$ cat src/rtl/stage_pkg.sv
// Shared types and constants for the pipeline stage register.
// The EMPTY/FULL/SKID encoding is common to the FSM and to the occupancy decode.
package stage_pkg;

    localparam int DEF_DATA_W = 32;
    localparam int DEF_N_CH   = 4;

    localparam logic [31:0] NOP_INSTR = 32'h0000_0000;

    typedef enum logic [1:0] {
        EMPTY = 2'd0,
        FULL  = 2'd1,
        SKID  = 2'd2
    } state_e;

endpackage

$ cat src/rtl/stage_slot.sv
// Load-enabled {pc, instr, data} holding register, zeroed by async reset.
// Latency: the value is visible one cycle after ld_i. A clear takes priority over a load and affects only instr.
module stage_slot
    import stage_pkg::*;
#(
    parameter int DATA_W = DEF_DATA_W,
    parameter int N_CH   = DEF_N_CH
) (
    input  logic                   clk,
    input  logic                   rst,
    input  logic                   ld_i,
    input  logic                   clr_instr_i,
    input  logic [DATA_W-1:0]      pc_i,
    input  logic [DATA_W-1:0]      instr_i,
    input  logic [N_CH*DATA_W-1:0] data_i,
    output logic [DATA_W-1:0]      pc_o,
    output logic [DATA_W-1:0]      instr_o,
    output logic [N_CH*DATA_W-1:0] data_o
);

    logic [DATA_W-1:0]      pc_q;
    logic [DATA_W-1:0]      instr_q;
    logic [N_CH*DATA_W-1:0] data_q;

    always_ff @(posedge clk or posedge rst) begin
        if (rst) begin
            pc_q    <= '0;
            instr_q <= '0;
            data_q  <= '0;
        end else if (clr_instr_i) begin
            instr_q <= DATA_W'(NOP_INSTR);
        end else if (ld_i) begin
            pc_q    <= pc_i;
            instr_q <= instr_i;
            data_q  <= data_i;
        end
    end

    assign pc_o    = pc_q;
    assign instr_o = instr_q;
    assign data_o  = data_q;

endmodule

$ cat src/rtl/stage_reg.sv
// Valid/ready pipeline stage register: one cycle from accept to out_valid; outputs hold while stalled.
// Building with STAGE_REG_SKID_EN adds a skid slot and a registered in_ready; otherwise in_ready is combinational.
module stage_reg
    import stage_pkg::*;
#(
    parameter int DATA_W = DEF_DATA_W,
    parameter int N_CH   = DEF_N_CH
) (
    input  logic                   clk,
    input  logic                   reset,
    input  logic                   in_valid,
    output logic                   in_ready,
    input  logic [DATA_W-1:0]      in_pc,
    input  logic [DATA_W-1:0]      in_instr,
    input  logic [N_CH*DATA_W-1:0] in_data,
    input  logic                   flush,
    output logic                   out_valid,
    output logic [DATA_W-1:0]      out_pc,
    output logic [DATA_W-1:0]      out_instr,
    output logic [N_CH*DATA_W-1:0] out_data,
    input  logic                   out_ready,
    output logic [1:0]             occupancy
);

    state_e state_q, state_d;
    logic   main_ld;

    logic [DATA_W-1:0]      main_pc_d;
    logic [DATA_W-1:0]      main_instr_d;
    logic [N_CH*DATA_W-1:0] main_data_d;

`ifdef STAGE_REG_SKID_EN
    logic                   skid_ld;
    logic                   main_from_skid;
    logic                   in_ready_q;
    logic [DATA_W-1:0]      skid_pc;
    logic [DATA_W-1:0]      skid_instr;
    logic [N_CH*DATA_W-1:0] skid_data;
`endif

    always_ff @(posedge clk or posedge reset) begin
        if (reset) begin
            state_q <= EMPTY;
        end else begin
            state_q <= state_d;
        end
    end

    always_comb begin
        state_d = state_q;
        if (flush) begin
            state_d = EMPTY;
        end else begin
            case (state_q)
                EMPTY: if (in_valid) state_d = FULL;
                FULL: begin
                    if (!in_valid && out_ready) state_d = EMPTY;
`ifdef STAGE_REG_SKID_EN
                    else if (in_valid && !out_ready) state_d = SKID;
`endif
                end
`ifdef STAGE_REG_SKID_EN
                SKID: if (out_ready) state_d = FULL;
`endif
                default: state_d = EMPTY;
            endcase
        end
    end

    always_comb begin
        out_valid = (state_q != EMPTY);
        occupancy = 2'd0;
        main_ld   = 1'b0;
`ifdef STAGE_REG_SKID_EN
        skid_ld        = 1'b0;
        main_from_skid = (state_q == SKID);
`endif
        case (state_q)
            FULL:    occupancy = 2'd1;
`ifdef STAGE_REG_SKID_EN
            SKID:    occupancy = 2'd2;
`endif
            default: occupancy = 2'd0;
        endcase
        // A flush drops any same-cycle transfer-in, so no slot may load.
        if (!flush) begin
            case (state_q)
                EMPTY: main_ld = in_valid;
                FULL: begin
                    main_ld = in_valid && out_ready;
`ifdef STAGE_REG_SKID_EN
                    skid_ld = in_valid && !out_ready;
`endif
                end
`ifdef STAGE_REG_SKID_EN
                SKID: main_ld = out_ready;
`endif
                default: main_ld = 1'b0;
            endcase
        end
    end

`ifdef STAGE_REG_SKID_EN
    // Ready comes straight from a flop so no combinational path reaches upstream.
    always_ff @(posedge clk or posedge reset) begin
        if (reset) begin
            in_ready_q <= 1'b1;
        end else begin
            in_ready_q <= (state_d != SKID);
        end
    end

    assign in_ready     = in_ready_q;
    assign main_pc_d    = main_from_skid ? skid_pc    : in_pc;
    assign main_instr_d = main_from_skid ? skid_instr : in_instr;
    assign main_data_d  = main_from_skid ? skid_data  : in_data;

    stage_slot #(
        .DATA_W (DATA_W),
        .N_CH   (N_CH)
    ) u_skid (
        .clk         (clk),
        .rst         (reset),
        .ld_i        (skid_ld),
        .clr_instr_i (1'b0),
        .pc_i        (in_pc),
        .instr_i     (in_instr),
        .data_i      (in_data),
        .pc_o        (skid_pc),
        .instr_o     (skid_instr),
        .data_o      (skid_data)
    );
`else
    assign in_ready     = !out_valid || out_ready;
    assign main_pc_d    = in_pc;
    assign main_instr_d = in_instr;
    assign main_data_d  = in_data;
`endif

    stage_slot #(
        .DATA_W (DATA_W),
        .N_CH   (N_CH)
    ) u_main (
        .clk         (clk),
        .rst         (reset),
        .ld_i        (main_ld),
        .clr_instr_i (flush),
        .pc_i        (main_pc_d),
        .instr_i     (main_instr_d),
        .data_i      (main_data_d),
        .pc_o        (out_pc),
        .instr_o     (out_instr),
        .data_o      (out_data)
    );

endmodule

$ cat config.mk
export PLATFORM = sky130hd
export DESIGN_NAME = stage_reg
export DESIGN_NICKNAME = d
export VERILOG_FILES = /design/src/rtl/stage_pkg.sv /design/src/rtl/stage_slot.sv /design/src/rtl/stage_reg.sv
export SDC_FILE = /design/constraint.sdc
export NUM_CORES = 1
export LEC_CHECK = 0
export ABC_CLOCK_PERIOD_IN_PS = 9500
export CAP_MARGIN = 10
export CORE_AREA = 2 2 153 155
export CTS_CLUSTER_DIAMETER = 150
export DETAILED_ROUTE_END_ITERATION = 6
export DIE_AREA = 0 0 155 157
export DONT_BUFFER_PORTS = 1
export PLACE_DENSITY = 0.5
export SYNTH_ARGS = -nofsm -noshare
export SYNTH_HDL_FRONTEND = slang
export SYNTH_HIERARCHICAL = 1
export SYNTH_SLANG_ARGS = --single-unit
$ cat constraint.sdc
create_clock -name clk -period 9.5 [get_ports clk]
set_input_delay 1.9 -clock clk [delete_from_list [all_inputs] [get_ports clk]]
set_output_delay 1.9 -clock clk [all_outputs]
set_load 0.03 [all_outputs]
==> images/zoom.png <==
Window x 106 to 126, y 108 to 128 microns. Cells in grey, sequential cells in the stronger grey; small squares are vias.
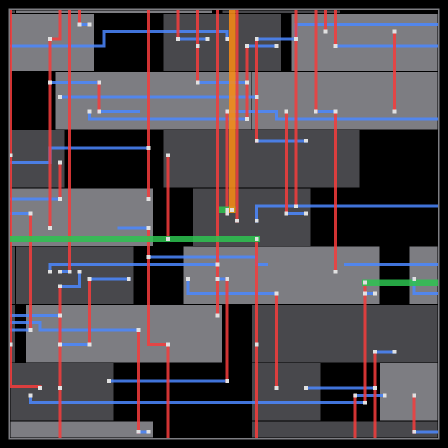
[blue] met1
[orange] met4
[green] met3
[red] met2
cells with their middle in the window: 13
netlist names of flops here include: u_main/data_o (3), u_main/pc_o (3)
sequential cells in the window: 6
most frequent: dfrtp_1 (6), mux2_4 (4), clkbuf_16 (2)

==> images/port_nets.png <==
Scale: 2 px per micron.
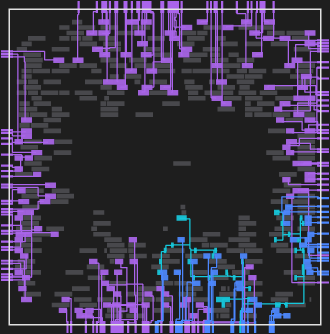
[cyan] flush | bits: 1 | direction: input | end cells: 35 | buffers: 0 | wire: 284 microns
[purple] in_data | bits: 128 | direction: input | end cells: 128 | buffers: 0 | wire: 2700 microns
[blue] in_instr | bits: 32 | direction: input | end cells: 32 | buffers: 0 | wire: 612 microns

==> impl_results.rst <==
Run summary
-----------

.. list-table::
   :header-rows: 1

   * - Metric
     - Value
   * - CTS Root Buffer Type
     - sky130_fd_sc_hd__clkbuf_16
   * - Cell type with the largest total area after synthesis
     - sky130_fd_sc_hd__dfrtp_1
   * - Sequential share of power
     - 59.1%
   * - Launching element of the worst setup path
     - out_ready
   * - Hold-fix buffer count after cts
     - 0
   * - Floorplan core area
     - 22500 sq um
   * - Unrepaired setup endpoints after global routing
     - false
   * - Yosys stat chip area
     - 7760 sq um
   * - Antenna diodes
     - 0
   * - Number of placed instances, taps included
     - 716
   * - Sequential-to-total area share from yosys stat
     - 62.2%
   * - Fin. Hold Viols
     - 0
   * - Log Warnings
     - 26
   * - Max-cap violations
     - 0
   * - Post-synthesis net count
     - 650
   * - Largest fanout of any net on the critical path
     - 52
   * - Worst-case vdd ir drop
     - 0.100 mV
   * - PortBufs
     - 0
   * - Post-CTS setup buffer count
     - 0
   * - Reg clk slew, reported paths
     - 0.07 ns
   * - Sw power
     - 0.853 mW
   * - Syn avg cell area
     - 17.1 sq um
   * - Overall Power
     - 2.37 mW
   * - Sw Ratio
     - 35.9%
   * - Warnings, synthesis
     - 6
   * - Cell count in the Yosys report
     - 453
   * - Clock share of power
     - 30.6%
   * - DRC violations left
     - 0
   * - Clk latency late pin
     - 0.42 ns
   * - Cell Rows
     - 55
   * - Post-synthesis instance area
     - 7760 sq um
   * - Setup TNS Final
     - 0 ns
   * - Total vias in the final route
     - 3690
   * - H-tree depth
     - 4
   * - Launching element type of the critical path
     - input pin
   * - Pwr Density
     - 278 nW/um^2
   * - Sequential Area
     - 4830 sq um
   * - Global-route wire length before repair
     - 24.8 mm
   * - Filler Cells Inserted
     - 2105
   * - Combinational gate area
     - 2670 sq um
   * - Status
     - finished clean
   * - Vert. Die Dim
     - 157 microns
   * - Category of the worst setup path capture point
     - register
   * - Num Clock Sinks
     - 193
   * - Worst reg2reg setup slack
     - 5.57 ns
   * - Number of top-level design ports
     - 393
   * - Placed Instance Area
     - 7920 sq um
   * - Final routed wire length divided by cell count
     - 22.9 microns
   * - Horizontal die dimension
     - 155 microns
   * - Fraction of power consumed by combinational cells
     - 10.3%
   * - P&R area growth vs syn
     - 9.86%
   * - Classification of the worst setup path
     - in2reg
   * - Post-Route Hold Slack
     - 0.738 ns
   * - Overall fraction of global-route tracks in use
     - 13.3%
   * - TritonCTS clock tree
     - built
   * - Cell types with the largest area share after synthesis
     - sky130_fd_sc_hd__dfrtp_1 62%, sky130_fd_sc_hd__mux2_4 19%, sky130_fd_sc_hd__mux2_2 8.7%
   * - End of the worst register-to-register path
     - u_main/data_o[21]
   * - Crit path to
     - u_main/data_o[21]
   * - Count of unique library cells instantiated by Yosys
     - 16
   * - FF-to-FF path depth
     - 7
   * - Leak
     - 3.80 nW
   * - Class of the tightest hold or removal check
     - reg2reg
   * - Clock buffer depth
     - 2
   * - Cells on Worst Hold Path
     - 2
   * - Post-route non-filler standard cell count
     - 748
   * - Minimum clock period
     - 4.64 ns
   * - Upper clock frequency limit
     - 216 MHz
   * - Most common logic cells in the final layout
     - 193 x sky130_fd_sc_hd__dfrtp_1, 100 x sky130_fd_sc_hd__mux2_4, 60 x sky130_fd_sc_hd__mux2_2, 32 x sky130_fd_sc_hd__mux2i_1, 32 x sky130_fd_sc_hd__nor2_1
   * - Routability Congestion
     - 0.765
   * - Area of the die
     - 24300 sq um
   * - DRT iter0 DRCs
     - 201
   * - Final slew viol count
     - 0
   * - Transition time at the pin with the least slew margin
     - 0.993 ns
   * - Internal Pwr Total
     - 1.52 mW
   * - Final nets
     - 647
   * - DP Wirelength
     - 12.5 mm
   * - Final instance area
     - 8530 sq um
   * - Vias in the first global route
     - 4005
   * - Floorplan utilization
     - 34.5%
## area by class of cell
class / count / area share, %
flip-flops and latches: 193 / 56.6
multi-input cells: 229 / 31.3
clock buffers: 18 / 5.15
well taps: 285 / 4.18
clock inverters: 14 / 2.00
repair buffers: 6 / 0.528
inverters: 3 / 0.191
## power by group through the flow
stage                     registers, mW  logic, mW  clock network (mW)
after global placement             1.42      0.235                   0
after detailed placement           1.42      0.249                   0
after global routing               1.42      0.265               0.795
after floorplan                    1.37      0.229                   0
after CTS                          1.41      0.248               0.754
final                              1.40      0.244               0.728
## Yosys cell counts, drive strengths merged
cell	n
a21oi	1
buf	25
clkbuf	3
conb	1
dfrtp	193
inv	3
mux2	160
mux2i	32
nand2b	1
nor2	32
nor2b	1
nor3b	1
## how the worst min path moves through the flow
stage	slack [ns]	endpoint
after floorplan	0.70	u_main/instr_o[30]
after detailed placement	0.73	u_main/instr_o[8]
after CTS	0.74	u_main/instr_o[25]
after global placement	0.73	u_main/instr_o[1]
final	0.74	u_main/instr_o[25]
after global routing	0.76	u_main/data_o[53]
## kinds of logic (layout without fill, tap and decap cells)
kind of cell / Yosys count / in the layout / share of synthesized area [%]
multiplexers: 192 / 192 / 32.2
other: 1 / 1 / 0.0483
flip-flops: 193 / 193 / 62.2
AND/OR/NAND/NOR: 35 / 35 / 1.97
AND-OR/OR-AND: 1 / 1 / 0.0644
buffers and inverters: 31 / 41 / 3.55
## stage by stage
step	worst slack, ns	utilization, %
after global routing	4.73	37.9
after global placement	4.47	35.2
after floorplan	2.37	-
final	4.86	37.9
after CTS	4.84	37.9
after detailed placement	4.38	35.2
## layer usage
metal	vias up	global-route usage [%]	wire length (microns)
met2	217	23.0	9070
met3	22	5.29	1570
met4	0	5.25	366
met1	1897	14.8	6100
met5	-	0	0
li1	1554	-	-
## critical path, stage by stage
cell                       delay, ns
sky130_fd_sc_hd__nand2b_4       0.16
sky130_fd_sc_hd__nor3b_4        0.20
sky130_fd_sc_hd__buf_4          0.48
sky130_fd_sc_hd__nor2b_4        0.25
sky130_fd_sc_hd__buf_4          0.68
sky130_fd_sc_hd__buf_4          0.82
sky130_fd_sc_hd__mux2_4         0.36
## state kept, by name (all words and copies together), names as in the netlist
register and flops:
u_main/pc_o 32, u_main/data_o 128, u_main/instr_o 32, state_q 1
No activity file was given, so power comes from the tool's default toggle rates.
